<file path="config.mk">
export PLATFORM = sky130hd
export DESIGN_NAME = ucode_loader_flat
export DESIGN_NICKNAME = d
export VERILOG_FILES = /design/src/rtl/ucode_loader_if.sv /design/src/rtl/ucode_loader.sv /design/src/flat_wrapper.sv
export SDC_FILE = /design/constraint.sdc
export NUM_CORES = 1
export LEC_CHECK = 0
export ABC_AREA = 1
export CAP_MARGIN = 20
export CORE_MARGIN = 2
export CORE_UTILIZATION = 40
export CTS_CLUSTER_SIZE = 28
export DETAILED_ROUTE_END_ITERATION = 16
export PLACE_DENSITY = 0.72
export SKIP_LAST_GASP = 1
export SYNTH_ARGS = -nofsm -noshare
export SYNTH_HDL_FRONTEND = slang
export SYNTH_SLANG_ARGS = --single-unit
export TNS_END_PERCENT = 1
</file>
<file path="constraint.sdc">
create_clock -name clk -period 1.5 [get_ports clk]
set_input_delay 0.375 -clock clk [delete_from_list [all_inputs] [get_ports clk]]
set_output_delay 0.375 -clock clk [all_outputs]
set_load 0.01 [all_outputs]
</file>
<file path="src/rtl/ucode_loader_if.sv">
// Stream-in / control-memory-write bus of the microcode loader.
// slave = loader side, master = producer/harness side.
interface ucode_loader_if #(
    parameter int P_LOG_MEMSIZE = 4,
    parameter int P_WORD_W      = 11
);
    logic                     in_valid;
    logic [P_WORD_W-1:0]      in_data;
    logic                     in_last;
    logic                     in_ready;
    logic                     mem_we;
    logic [P_LOG_MEMSIZE-1:0] mem_addr;
    logic [P_WORD_W-1:0]      mem_wdata;

    modport slave (
        input  in_valid, in_data, in_last,
        output in_ready, mem_we, mem_addr, mem_wdata
    );

    modport master (
        output in_valid, in_data, in_last,
        input  in_ready, mem_we, mem_addr, mem_wdata
    );
endinterface

</file>
<file path="src/rtl/ucode_loader.sv">
// Streams microcode words into the sequencer control memory from address 0 and
// holds the core in reset until loaded. Optional UCODE_LOADER_ZERO_FILL_EN zero-fills the tail.
module ucode_loader #(
    parameter int P_LOG_MEMSIZE = 4,
    parameter int P_WORD_W      = 11
) (
    input  logic           clk,
    input  logic           rst,
    input  logic           start,
    ucode_loader_if.slave  bus,
    output logic           core_rst,
    output logic           done,
    output logic           err_overflow
);

    localparam int                   DEPTH   = 2 ** P_LOG_MEMSIZE;
    localparam logic [P_LOG_MEMSIZE:0] CNT_TOP = (P_LOG_MEMSIZE+1)'(DEPTH - 1);
    localparam logic [P_LOG_MEMSIZE:0] CNT_ONE = (P_LOG_MEMSIZE+1)'(1);

`ifdef UCODE_LOADER_ZERO_FILL_EN
    typedef enum logic [2:0] {IDLE, LOAD, FILL, RELEASE, RUN, ERR} state_t;
`else
    typedef enum logic [2:0] {IDLE, LOAD, RELEASE, RUN, ERR} state_t;
`endif

    state_t                   state, state_nxt;
    logic [P_LOG_MEMSIZE:0]   cnt, cnt_nxt;
    logic                     in_ready_p0, in_ready_nxt;
    logic                     mem_we_p0, mem_we_nxt;
    logic [P_LOG_MEMSIZE-1:0] mem_addr_p0, mem_addr_nxt;
    logic [P_WORD_W-1:0]      mem_wdata_p0, mem_wdata_nxt;
    logic                     core_rst_p0, core_rst_nxt;
    logic                     done_p0, done_nxt;
    logic                     err_p0, err_nxt;
    logic                     accept;

    // True when the counter points at the last control-memory address.
    function automatic logic at_top(input logic [P_LOG_MEMSIZE:0] c);
        return c == CNT_TOP;
    endfunction

    function automatic logic [P_LOG_MEMSIZE-1:0] addr_of(input logic [P_LOG_MEMSIZE:0] c);
        return c[P_LOG_MEMSIZE-1:0];
    endfunction

    assign accept = bus.in_valid & in_ready_p0;

    always_comb begin
        state_nxt     = state;
        cnt_nxt       = cnt;
        in_ready_nxt  = in_ready_p0;
        mem_we_nxt    = 1'b0;
        mem_addr_nxt  = mem_addr_p0;
        mem_wdata_nxt = mem_wdata_p0;
        core_rst_nxt  = core_rst_p0;
        done_nxt      = done_p0;
        err_nxt       = err_p0;

        case (state)
            IDLE: begin
                core_rst_nxt = 1'b1;
                if (start) begin
                    state_nxt    = LOAD;
                    cnt_nxt      = '0;
                    in_ready_nxt = 1'b1;
                end
            end

            LOAD: begin
                if (accept) begin
                    mem_we_nxt    = 1'b1;
                    mem_addr_nxt  = addr_of(cnt);
                    mem_wdata_nxt = bus.in_data;
                    cnt_nxt       = cnt + CNT_ONE;
                    if (bus.in_last) begin
                        in_ready_nxt = 1'b0;
`ifdef UCODE_LOADER_ZERO_FILL_EN
                        state_nxt    = at_top(cnt) ? RELEASE : FILL;
`else
                        state_nxt    = RELEASE;
`endif
                    end else if (at_top(cnt)) begin
                        // Memory full and the program has not ended: refuse further words.
                        in_ready_nxt = 1'b0;
                        err_nxt      = 1'b1;
                        state_nxt    = ERR;
                    end
                end
            end

`ifdef UCODE_LOADER_ZERO_FILL_EN
            FILL: begin
                mem_we_nxt    = 1'b1;
                mem_addr_nxt  = addr_of(cnt);
                mem_wdata_nxt = '0;
                cnt_nxt       = cnt + CNT_ONE;
                if (at_top(cnt)) begin
                    state_nxt = RELEASE;
                end
            end
`endif

            // RELEASE is the cycle carrying the final memory write.
            RELEASE: begin
                state_nxt    = RUN;
                core_rst_nxt = 1'b0;
                done_nxt     = 1'b1;
            end

            RUN: begin
                if (start) begin
                    state_nxt    = LOAD;
                    cnt_nxt      = '0;
                    in_ready_nxt = 1'b1;
                    core_rst_nxt = 1'b1;
                    done_nxt     = 1'b0;
                end
            end

            ERR: begin
                if (start) begin
                    state_nxt    = LOAD;
                    cnt_nxt      = '0;
                    in_ready_nxt = 1'b1;
                    err_nxt      = 1'b0;
                end
            end

            default: begin
                state_nxt = IDLE;
            end
        endcase
    end

    // Stage p0: all outputs registered
    always_ff @(posedge clk or posedge rst) begin
        if (rst) begin
            state        <= IDLE;
            cnt          <= '0;
            in_ready_p0  <= 1'b0;
            mem_we_p0    <= 1'b0;
            mem_addr_p0  <= '0;
            mem_wdata_p0 <= '0;
            core_rst_p0  <= 1'b1;
            done_p0      <= 1'b0;
            err_p0       <= 1'b0;
        end else begin
            state        <= state_nxt;
            cnt          <= cnt_nxt;
            in_ready_p0  <= in_ready_nxt;
            mem_we_p0    <= mem_we_nxt;
            mem_addr_p0  <= mem_addr_nxt;
            mem_wdata_p0 <= mem_wdata_nxt;
            core_rst_p0  <= core_rst_nxt;
            done_p0      <= done_nxt;
            err_p0       <= err_nxt;
        end
    end

    assign bus.in_ready  = in_ready_p0;
    assign bus.mem_we    = mem_we_p0;
    assign bus.mem_addr  = mem_addr_p0;
    assign bus.mem_wdata = mem_wdata_p0;
    assign core_rst      = core_rst_p0;
    assign done          = done_p0;
    assign err_overflow  = err_p0;

endmodule

</file>
<file path="src/flat_wrapper.sv">
// flat-port wrapper written by rule: the top's interface ports become plain ports
module ucode_loader_flat 
#(
    parameter int P_LOG_MEMSIZE = 4,
    parameter int P_WORD_W      = 11
)
  (clk, rst, start, core_rst, done, err_overflow, bus_in_valid, bus_in_data, bus_in_last, bus_in_ready, bus_mem_we, bus_mem_addr, bus_mem_wdata);
  ucode_loader_if #(.P_LOG_MEMSIZE(P_LOG_MEMSIZE), .P_WORD_W(P_WORD_W)) bus_i ();
  input  logic clk;
  input  logic rst;
  input  logic start;
  output logic core_rst;
  output logic done;
  output logic err_overflow;
  input wire logic [$bits(bus_i.in_valid)-1:0] bus_in_valid;
  input wire logic [$bits(bus_i.in_data)-1:0] bus_in_data;
  input wire logic [$bits(bus_i.in_last)-1:0] bus_in_last;
  output wire logic [$bits(bus_i.in_ready)-1:0] bus_in_ready;
  output wire logic [$bits(bus_i.mem_we)-1:0] bus_mem_we;
  output wire logic [$bits(bus_i.mem_addr)-1:0] bus_mem_addr;
  output wire logic [$bits(bus_i.mem_wdata)-1:0] bus_mem_wdata;
  assign bus_i.in_valid = bus_in_valid;
  assign bus_i.in_data = bus_in_data;
  assign bus_i.in_last = bus_in_last;
  assign bus_in_ready = bus_i.in_ready;
  assign bus_mem_we = bus_i.mem_we;
  assign bus_mem_addr = bus_i.mem_addr;
  assign bus_mem_wdata = bus_i.mem_wdata;
  ucode_loader #(.P_LOG_MEMSIZE(P_LOG_MEMSIZE), .P_WORD_W(P_WORD_W)) u_core (.clk(clk), .rst(rst), .start(start), .bus(bus_i), .core_rst(core_rst), .done(done), .err_overflow(err_overflow));
endmodule
</file>
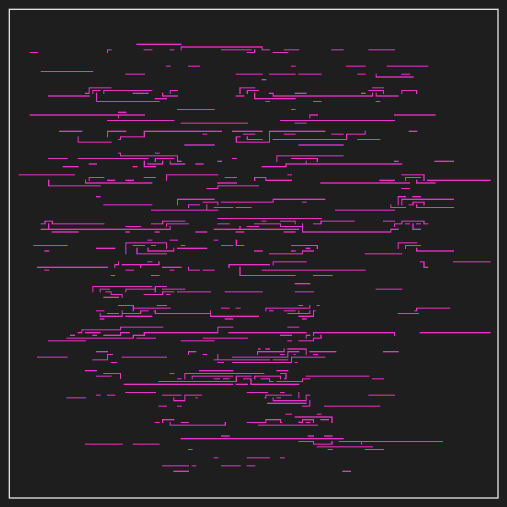
run_1/layer_met1.png
Scale: 8 px per micron.
wire length on this layer: 1210 microns
longest straight run: 20.2 microns
nets with wire on the layer: 198
main direction: horizontal

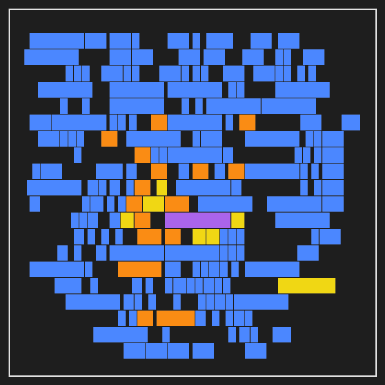
run_1/sizes.png
Scale: 6 px per micron.
legend:
  yellow:
    size: _2 cells
    cells: 7
    share: 3.5%
    most_used: nand2_2
  orange:
    size: _3 and _4 cells
    cells: 16
    share: 8.0%
    most_used: buf_4
  purple:
    size: _6 and larger
    cells: 1
    share: 0.50%
    most_used: bufinv_16
  blue:
    size: _0 and _1 cells
    cells: 175
    share: 88%
    most_used: nand2_1

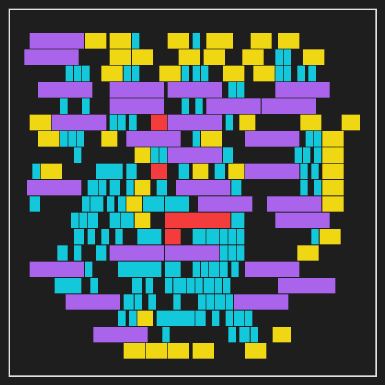
run_1/placement_by_type.png
Scale: 6 px per micron.
legend:
  yellow:
    class: other buffers and delay cells
    cells: 44
  purple:
    class: flops
    cells: 28
  red:
    class: clock drivers and dummy loads
    cells: 4
  cyan:
    class: combinational and other logic
    cells: 123

==> ci_impl_report.md, run 1 <==
### Yosys + OpenROAD results

| Metric | Value |
|---|---|
| DR iter-0 viols | 36 |
| Int Power | 1.064 mW |
| Reg-to-reg critical path startpoint | u_core.cnt[0]$_DFFE_PP0P_ |
| Syn nets | 171 |
| Top cells excl fill/tap | 67 x nand2_1, 32 x clkdlybuf4s50_1, 27 x dfrtp_1 |
| Met1 wire length | 1.212 mm |
| Crit path buf inv count | 1 |
| Failing checks | negative setup slack |
| Worst EP required | 1.12 ns |
| Slowest stage delay, CP | 0.54 ns |
| GRT met3 Usage | 0.02132 |
| N_diodes | 0 |
| F_max | 619.1 MHz |
| Final WS setup | -0.1151 ns |
| Area leader, netlist | dfrtp_1 |
| CP Data Arrival Time | 1.24 ns |
| Comb/total area | 0.2878 |
| Clock slew at reported path FFs | 0.15 ns |
| Reg2reg setup slack | -0.04 ns |
| Max-slew violation count | 0 |
| Synth Cell Area | 1295 sq um |
| Utilization after layout | 0.5862 |
| Final setup viols | 23 |
| Worst-Margin Slew | 0.2960 ns |
| DR top layer | met4 |
| MI comb area | 519.2 sq um |
| Startpoint types | flop |
| Largest net degree at the start of global routing | 17 |
| Worst-skew pair later-pin latency | 0.32 ns |
| Top cells, area | dfrtp_1 52%, nand2_1 19%, inv_1 4.1%, o21ai_0 3.5%, nand3_1 3.1% |
| Slew Limit Headroom | 0.8010 |
| Clock share of power | 0.371 |
| All-Layer GR Usage | 0.1602 |
| P&R area growth vs syn | 39.32% |
| RSZ-0062 raised after global routing | yes |
| Total die area | 3709 sq um |
| Final HPWL DP | 2.059 mm |
| Place WS | -0.1147 ns |
| Maximum fanout along the worst path | 2 |
| Most frequent logic cell in the layout | nand2_1 |
| Initial antenna violation count | 0 |
| Clock buffer depth | 2 |
| Final period util | 1.077 |
| Power Dens Cells | 722.3 nW/um^2 |
| First-pass GRT wire length | 4.395 mm |
| Final Instance Area | 1804 sq um |
| Syn Inst Count | 153 |
| Final Hold Slack | 0.2530 ns |
| Ys cells | 153 |
| Root buffer cell | clkbuf_4 |
| Synth Seq Share | 0.5420 |
| Cts hold-fix bufs | 0 |
| Status | finished with violations |
| Post-Place Cells | 238 |
-- run 1: cell families (layout without fill, tap and decap cells) --
group                      Yosys count  count (layout)  share of synthesized area
AOI/OAI and AO/OA                   14              14                    0.05604
adders and majority gates            2               2                    0.01932
buffers and inverters               17              63                    0.05700
DFF                                 28              28                     0.5420
and+or+nand+nor                     92              92                     0.3256
-- run 1: power by group through the flow --
stage / logic, mW / clock network [mW] / registers (mW)
finish: 0.0651 / 0.483 / 0.755
CTS: 0.0666 / 0.495 / 0.755
global route: 0.0712 / 0.534 / 0.756
floorplan: 0.0153 / 0 / 0.769
detailed placement: 0.0658 / 0 / 0.769
global placement: 0.0651 / 0 / 0.769
## Run 2: what changed since run 1
--- a/config.mk
+++ b/config.mk
@@ -6,7 +6,6 @@
 export NUM_CORES = 1
 export LEC_CHECK = 0
 export ABC_AREA = 1
-export CAP_MARGIN = 20
 export CORE_MARGIN = 2
 export CORE_UTILIZATION = 40
 export CTS_CLUSTER_SIZE = 28
==> run 2 against run 1 <==
  * The flow still finishes with violations (negative setup slack)
  * First-iteration DRC count unchanged
  * Setup slack unchanged
  * Cell area unchanged
  * Critical path type unchanged
  * Sequential share of layout area unchanged
  * Sequential power about the same
  * Sequential cell count unchanged
  * Largest cell class unchanged
  * Synthesized cell count unchanged
  * Worst hold slack unchanged
  * Via count unchanged
==> ci_impl_report.md, run 2 <==
### Yosys + OpenROAD results

| Metric | Value |
|---|---|
| Top cells, area | dfrtp_1 52%, nand2_1 19%, inv_1 4.1%, o21ai_0 3.5%, nand3_1 3.1% |
| Top power group | registers |
| Post-Place Cells | 238 |
| Comb. pwr | 65.1 uW |
| Total die area | 3709 sq um |
| Flop+latch power | 755 uW |
| Initial antenna violation count | 0 |
| Worst-skew pair later-pin latency | 0.32 ns |
| Final Hold Slack | 0.2530 ns |
| Max-slew violation count | 0 |
| Met1 wire length | 1.212 mm |
| Place WS | -0.1147 ns |
| Synth Seq Share | 0.5420 |
| DR top layer | met4 |
| N_diodes | 0 |
| Area leader, netlist | dfrtp_1 |
| Clock buffer depth | 2 |
| Clock share of power | 0.371 |
| F_max | 619.1 MHz |
| Int Power | 1.064 mW |
| Power Dens Cells | 722.3 nW/um^2 |
| Clock group power | 483 uW |
| Post-Synth AOI/OAI Area | 0.05604 |
| Final setup viols | 23 |
| Dominant kind of combinational cell | simple AND/OR/NAND/NOR gates |
| Cts hold-fix bufs | 0 |
| Synth Cell Area | 1295 sq um |
| Comb/total area | 0.2878 |
| GRT met3 Usage | 0.02132 |
| Status | finished with violations |
| Ys cells | 153 |
| Worst-Margin Slew | 0.2960 ns |
| Failing checks | negative setup slack |
| RSZ-0062 raised after global routing | yes |
| Final period util | 1.077 |
| Crit path buf inv count | 1 |
| Area fraction in and, or, nand and nor cells | 0.3256 |
| Top cells excl fill/tap | 67 x nand2_1, 32 x clkdlybuf4s50_1, 27 x dfrtp_1 |
| All-Layer GR Usage | 0.1602 |
| Final WS setup | -0.1151 ns |
-- run 2: worst paths after layout --
| path | startpoint | to | slack (ns) | cells past startpoint |
|---|---|---|---|---|
| min in group clk | u_core.err_overflow$_DFFE_PP0P_ | u_core.err_overflow$_DFFE_PP0P_ | 0.49 | 2 |
| max | u_core.bus.mem_wdata[6]$_DFFE_PP0P_ | bus_mem_wdata[6] | -0.12 | 1 |
| max in group asynchronous | rst | u_core.cnt[1]$_DFFE_PP0P_ | 0.78 | 3 |
| min reg2reg | u_core.err_overflow$_DFFE_PP0P_ | u_core.err_overflow$_DFFE_PP0P_ | 0.49 | 2 |
| min | rst | u_core.bus.in_ready$_DFFE_PP0P_ | 0.25 | 2 |
| max reg2reg | u_core.cnt[0]$_DFFE_PP0P_ | u_core.state[0]$_DFFE_PP0P_ | -0.04 | 9 |
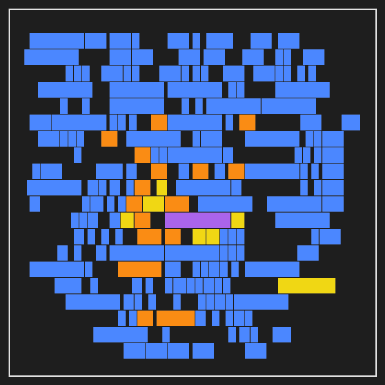
run_2/sizes.png
Scale: 6 px per micron.
legend:
  purple:
    size: _6 and larger
    cells: 1
    share: 0.50%
    most_used: bufinv_16
  blue:
    size: _0 and _1 cells
    cells: 175
    share: 88%
    most_used: nand2_1
  yellow:
    size: _2 cells
    cells: 7
    share: 3.5%
    most_used: nand2_2
  orange:
    size: _3 and _4 cells
    cells: 16
    share: 8.0%
    most_used: buf_4

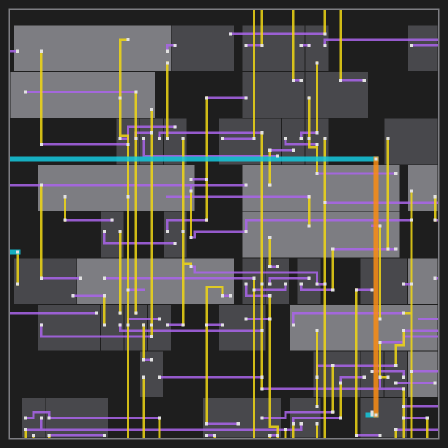
run_2/detail.png
Region (3, 33) to (28, 58) microns. Cells in gray, sequential cells in the stronger gray; small squares are vias.
legend:
  cyan:
    layer: metal 3
  orange:
    layer: metal 4
  purple:
    layer: metal 1
  yellow:
    layer: metal 2
most frequent: nand2_1 (18), clkdlybuf4s50_1 (9), dfrtp_1 (7)
cells with their middle in the window: 40
sequential cells in the window: 7
netlist names of flops here include: u_core.bus.mem_wdata (3), u_core.bus.mem_addr (2), u_core.cnt (2)

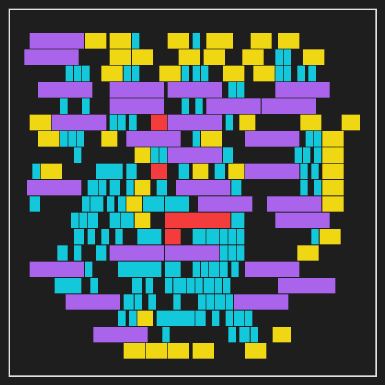
run_2/placement_by_type.png
Scale: 6 px per micron.
legend:
  cyan:
    class: combinational and other logic
    cells: 123
  yellow:
    class: other buffers and delay cells
    cells: 44
  red:
    class: clock drivers and dummy loads
    cells: 4
  purple:
    class: flops
    cells: 28

No activity file was given, so power comes from the tool's default toggle rates.
